File: src/rtl/ucus_kapisi_if.sv
// Gate-side bundle: upstream check-in results and gate commands in, gate status out.
interface ucus_kapisi_if #(
    parameter int BIT = 6
);
    logic           gecerli;
    logic           kalkis;
    logic [8:0]     k_bakiye;
    logic [BIT-1:0] kimlik_no;
    logic           kapi_ac;
    logic           kapi_kapat;

    logic [1:0]     durum;
    logic [3:0]     yolcu_sayisi;
    logic [12:0]    toplam_bakiye;
    logic [7:0]     reddedilen;
    logic [BIT-1:0] son_kimlik;
    logic           dolu;
    logic           ucak_kalkti;

    modport master (
        output gecerli, kalkis, k_bakiye, kimlik_no, kapi_ac, kapi_kapat,
        input  durum, yolcu_sayisi, toplam_bakiye, reddedilen, son_kimlik,
               dolu, ucak_kalkti
    );

    modport slave (
        input  gecerli, kalkis, k_bakiye, kimlik_no, kapi_ac, kapi_kapat,
        output durum, yolcu_sayisi, toplam_bakiye, reddedilen, son_kimlik,
               dolu, ucak_kalkti
    );
endinterface

File: src/rtl/ucus_kapisi.sv
// Boarding gate controller: KAPALI -> BINIS -> DOLU (BEKLEME cycles) -> KALKIS -> KAPALI.
module ucus_kapisi #(
    parameter int BIT      = 6,
    parameter int KAPASITE = 4,
    parameter int BEKLEME  = 3
) (
    input  logic          saat,
    input  logic          reset,
    ucus_kapisi_if.slave  bus
);
    typedef enum logic [1:0] {
        KAPALI = 2'b00,
        BINIS  = 2'b01,
        DOLU   = 2'b10,
        KALKIS = 2'b11
    } durum_t;

    localparam logic [3:0] KAPASITE_L = 4'(KAPASITE);
    localparam logic [3:0] BEKLEME_SON = 4'(BEKLEME - 1);

    durum_t         durum_q;
    logic [3:0]     yolcu_q;
    logic [12:0]    toplam_q;
    logic [7:0]     red_q;
    logic [BIT-1:0] son_q;
    logic           dolu_q;
    logic           kalkti_q;
    logic [3:0]     bekle_q;

    logic           binis_kabul;
    logic           binis_red;
    logic [3:0]     yolcu_sonra;

    function automatic logic [7:0] doyumlu_artir(input logic [7:0] v);
        return (v == 8'hFF) ? v : v + 8'd1;
    endfunction

    assign binis_kabul = bus.gecerli & bus.kalkis;
    assign binis_red   = bus.gecerli & ~bus.kalkis;
    // Close decision must see the count including a record arriving this same cycle.
    assign yolcu_sonra = yolcu_q + {3'b000, binis_kabul};

    always_ff @(posedge saat) begin
        if (reset) begin
            durum_q  <= KAPALI;
            yolcu_q  <= '0;
            toplam_q <= '0;
            red_q    <= '0;
            son_q    <= '0;
            dolu_q   <= 1'b0;
            kalkti_q <= 1'b0;
            bekle_q  <= '0;
        end else begin
            case (durum_q)
                KAPALI: begin
                    if (bus.kapi_ac) begin
                        durum_q  <= BINIS;
                        yolcu_q  <= '0;
                        toplam_q <= '0;
                        son_q    <= '0;
                    end
                end
                BINIS: begin
                    if (binis_kabul) begin
                        yolcu_q  <= yolcu_sonra;
                        toplam_q <= toplam_q + 13'(bus.k_bakiye);
                        son_q    <= bus.kimlik_no;
                    end
                    if (binis_red) begin
                        red_q <= doyumlu_artir(red_q);
                    end
                    if ((yolcu_sonra == KAPASITE_L) ||
                        (bus.kapi_kapat && (yolcu_sonra != 4'd0))) begin
                        durum_q <= DOLU;
                        dolu_q  <= 1'b1;
                        bekle_q <= '0;
                    end else if (bus.kapi_kapat) begin
                        durum_q <= KAPALI;
                    end
                end
                DOLU: begin
                    if (bekle_q == BEKLEME_SON) begin
                        durum_q  <= KALKIS;
                        dolu_q   <= 1'b0;
                        kalkti_q <= 1'b1;
                    end else begin
                        bekle_q <= bekle_q + 4'd1;
                    end
                end
                KALKIS: begin
                    durum_q  <= KAPALI;
                    kalkti_q <= 1'b0;
                end
                default: begin
                    durum_q <= KAPALI;
                end
            endcase
        end
    end

    assign bus.durum         = durum_q;
    assign bus.yolcu_sayisi  = yolcu_q;
    assign bus.toplam_bakiye = toplam_q;
    assign bus.reddedilen    = red_q;
    assign bus.son_kimlik    = son_q;
    assign bus.dolu          = dolu_q;
    assign bus.ucak_kalkti   = kalkti_q;
endmodule

File: src/flat_wrapper.sv
// flat-port wrapper written by rule: the top's interface ports become plain ports
module ucus_kapisi_flat 
#(
    parameter int BIT      = 6,
    parameter int KAPASITE = 4,
    parameter int BEKLEME  = 3
)
  (saat, reset, bus_gecerli, bus_kalkis, bus_k_bakiye, bus_kimlik_no, bus_kapi_ac, bus_kapi_kapat, bus_durum, bus_yolcu_sayisi, bus_toplam_bakiye, bus_reddedilen, bus_son_kimlik, bus_dolu, bus_ucak_kalkti);
  ucus_kapisi_if #(.BIT(BIT)) bus_i ();
  input  logic saat;
  input  logic reset;
  input wire logic [$bits(bus_i.gecerli)-1:0] bus_gecerli;
  input wire logic [$bits(bus_i.kalkis)-1:0] bus_kalkis;
  input wire logic [$bits(bus_i.k_bakiye)-1:0] bus_k_bakiye;
  input wire logic [$bits(bus_i.kimlik_no)-1:0] bus_kimlik_no;
  input wire logic [$bits(bus_i.kapi_ac)-1:0] bus_kapi_ac;
  input wire logic [$bits(bus_i.kapi_kapat)-1:0] bus_kapi_kapat;
  output wire logic [$bits(bus_i.durum)-1:0] bus_durum;
  output wire logic [$bits(bus_i.yolcu_sayisi)-1:0] bus_yolcu_sayisi;
  output wire logic [$bits(bus_i.toplam_bakiye)-1:0] bus_toplam_bakiye;
  output wire logic [$bits(bus_i.reddedilen)-1:0] bus_reddedilen;
  output wire logic [$bits(bus_i.son_kimlik)-1:0] bus_son_kimlik;
  output wire logic [$bits(bus_i.dolu)-1:0] bus_dolu;
  output wire logic [$bits(bus_i.ucak_kalkti)-1:0] bus_ucak_kalkti;
  assign bus_i.gecerli = bus_gecerli;
  assign bus_i.kalkis = bus_kalkis;
  assign bus_i.k_bakiye = bus_k_bakiye;
  assign bus_i.kimlik_no = bus_kimlik_no;
  assign bus_i.kapi_ac = bus_kapi_ac;
  assign bus_i.kapi_kapat = bus_kapi_kapat;
  assign bus_durum = bus_i.durum;
  assign bus_yolcu_sayisi = bus_i.yolcu_sayisi;
  assign bus_toplam_bakiye = bus_i.toplam_bakiye;
  assign bus_reddedilen = bus_i.reddedilen;
  assign bus_son_kimlik = bus_i.son_kimlik;
  assign bus_dolu = bus_i.dolu;
  assign bus_ucak_kalkti = bus_i.ucak_kalkti;
  ucus_kapisi #(.BIT(BIT), .KAPASITE(KAPASITE), .BEKLEME(BEKLEME)) u_core (.saat(saat), .reset(reset), .bus(bus_i));
endmodule
File: config.mk
export PLATFORM = sky130hd
export DESIGN_NAME = ucus_kapisi_flat
export DESIGN_NICKNAME = d
export VERILOG_FILES = /design/src/rtl/ucus_kapisi_if.sv /design/src/rtl/ucus_kapisi.sv /design/src/flat_wrapper.sv
export SDC_FILE = /design/constraint.sdc
export NUM_CORES = 1
export LEC_CHECK = 0
export CAP_MARGIN = 0
export CORE_AREA = 3 3 79 81
export CTS_BUF_LIST = sky130_fd_sc_hd__clkbuf_4
export CTS_CLUSTER_SIZE = 10
export DETAILED_ROUTE_END_ITERATION = 10
export DIE_AREA = 0 0 82 84
export PLACE_DENSITY = 0.69
export SYNTH_ARGS = -nofsm -noshare
export SYNTH_HDL_FRONTEND = slang
export SYNTH_SLANG_ARGS = --single-unit
export TNS_END_PERCENT = 20
File: constraint.sdc
create_clock -name saat -period 4.8 [get_ports saat]
set_input_delay 1.44 -clock saat [delete_from_list [all_inputs] [get_ports saat]]
set_output_delay 1.44 -clock saat [all_outputs]
set_load 0.01 [all_outputs]
==> images/final_clocks.png <==
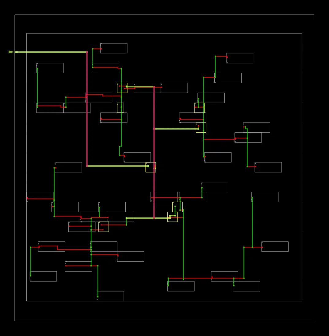
Clock Power: 0.172 mW
clock buffers: 5

==> images/port_nets.png <==
Bar = 20 microns.
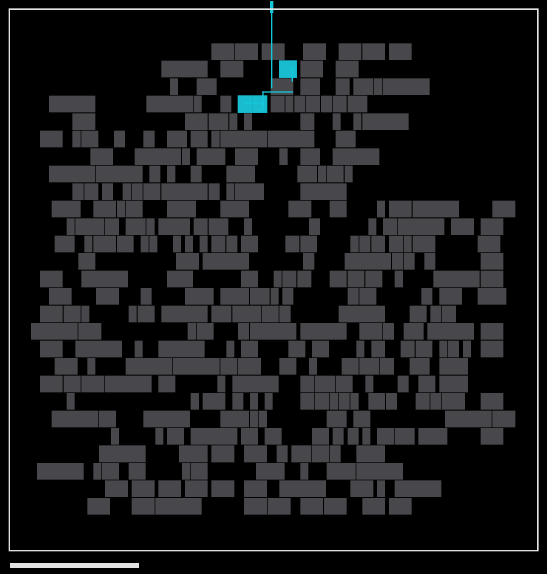
| port | colour | bits | direction | edge | end cells | buffers | wire |
|---|---|---|---|---|---|---|---|
| `bus_gecerli` | cyan | 1 | input | top | 3 | 1 | 25.2 microns |
IO Count: 56
PortBufs: 55

==> images/zoom.png <==
Region (0, 43) to (40, 83) microns. Cells in grey, sequential cells in the stronger grey; small squares are vias.
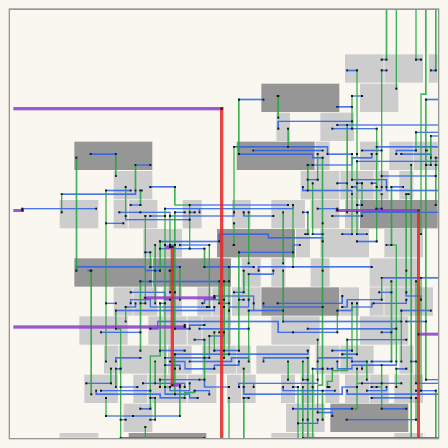
| layer | colour |
|---|---|
| met3 | purple |
| met4 | red |
| met1 | blue |
| met2 | green |
netlist names of flops here include: `u_core.bekle_q` (3), `u_core.bus.reddedilen` (3)
most frequent: dfxtp_1 (9)
sequential cells in the window: 9
cells with their middle in the window: 77

==> images/registers.png <==
Bar = 20 microns. Other sequential cells in the stronger grey, the rest of the logic in the fainter grey.
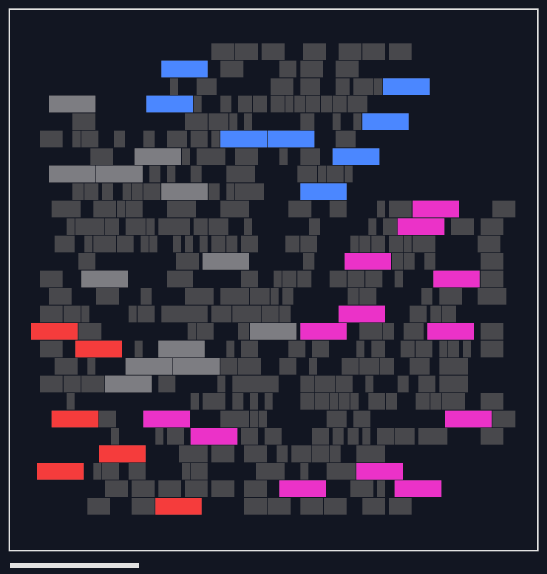
| signal | colour | flops |
|---|---|---|
| `u_core.bus.son_kimlik` | red | 6 |
| `u_core.bus.toplam_bakiye` | magenta | 13 |
| `u_core.bus.reddedilen` | blue | 8 |
seq pwr: 0.336 mW
FF+latch area: 781 sq um
fraction of area in registers: 0.270
post-layout util: 0.522

==> images/metal_stack.png <==
Two of the layers only.
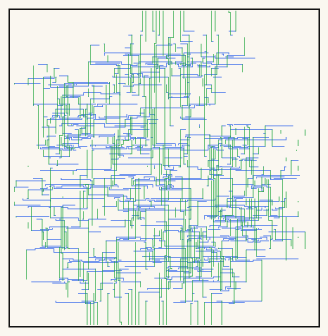
| layer | colour | wire length |
|---|---|---|
| met1 | blue | 2,450 microns |
| met2 | green | 2,370 microns |
total track usage: 0.157
drt wl/cell: 13.3 microns
vias: 2,042
Routed WL: 5120 microns

[layer usage]
| metal | wire (microns) | part of all wire | GRT usage | up-vias |
|---|---|---|---|---|
| met5 | 0 | 0 | 0 | - |
| met4 | 80 | 0.016 | 0.0483 | 0 |
| met2 | 2370 | 0.46 | 0.248 | 37 |
| met3 | 226 | 0.044 | 0.0421 | 8 |
| met1 | 2450 | 0.48 | 0.206 | 949 |
| li1 | - | - | - | 1048 |
[power breakdown]
part	leakage, nW	internal, mW	switching, mW	total [mW]
combinational	0.746	0.0586	0.0681	0.127
sequential	0.315	0.330	0.00618	0.336
clock	0.0272	0.0560	0.116	0.172
==> changes_impl.md <==
### Metrics

- Status: complete, no violations
- WP data required: 5060 ps
- Ys cells: 255
- Core area: 5540 sq um
- Die Ht: 84 microns
- ClkCell Share: 0.0199
- Number of remaining DRC errors: 0
- Crit. End Element: flip-flop
- H-tree levels: 2
- Root Driver: clkbuf_4
- Largest net degree at the start of global routing: 22
- N_taps: 72
- Basic Gates by Area: 0.213
- Buf+Inv Stages, Crit Path: 1
- Number of enable flip-flop cells: 0
- FF+latch count: 39
- WP depth: 8
- Unrepaired setup endpoints after global routing: false
- Share of layout cells above drive strength 1: 0.0639
- Inst Count DP: 377
- Final min period: 3630 ps
- Vias in the first global route: 1,923
- Pwr Density: 219 nW/um^2
- Clock buffer depth: 2
- Fp_density: 0.399
- Grt total ovfl: 0
- Stage-log warning count: 30
- Mean Syn Cell Area: 8.66 sq um
- Max reg flops: 13
- Initial antenna violation count: 0
- Layout Skew: 9.20 ps
- R2R depth: 8
- Yosys xor share: 0.0397
- Cell Count, Final, Fillers Out: 385
- Dominant cell area share: 0.354
- Setup WS pre-CTS: 797 ps
- Hold WS: 495 ps
- Largest cell class: logic gates
- HP Start: u_core.bus.toplam_bakiye[7]
- Combinational share of cell area: 0.470
- Mapped cell area: 2210 sq um
- # hold bufs at CTS: 0
- Type of the worst min-delay path: reg2reg
- Commonest Layout Cell: clkdlybuf4s50_1
- WS Path Type: in2reg
- Final Max Tran Viols: 0
- Hold Violations, Final: 0
- DR vias/cell: 5.30
Power and IR drop assume default switching activity.
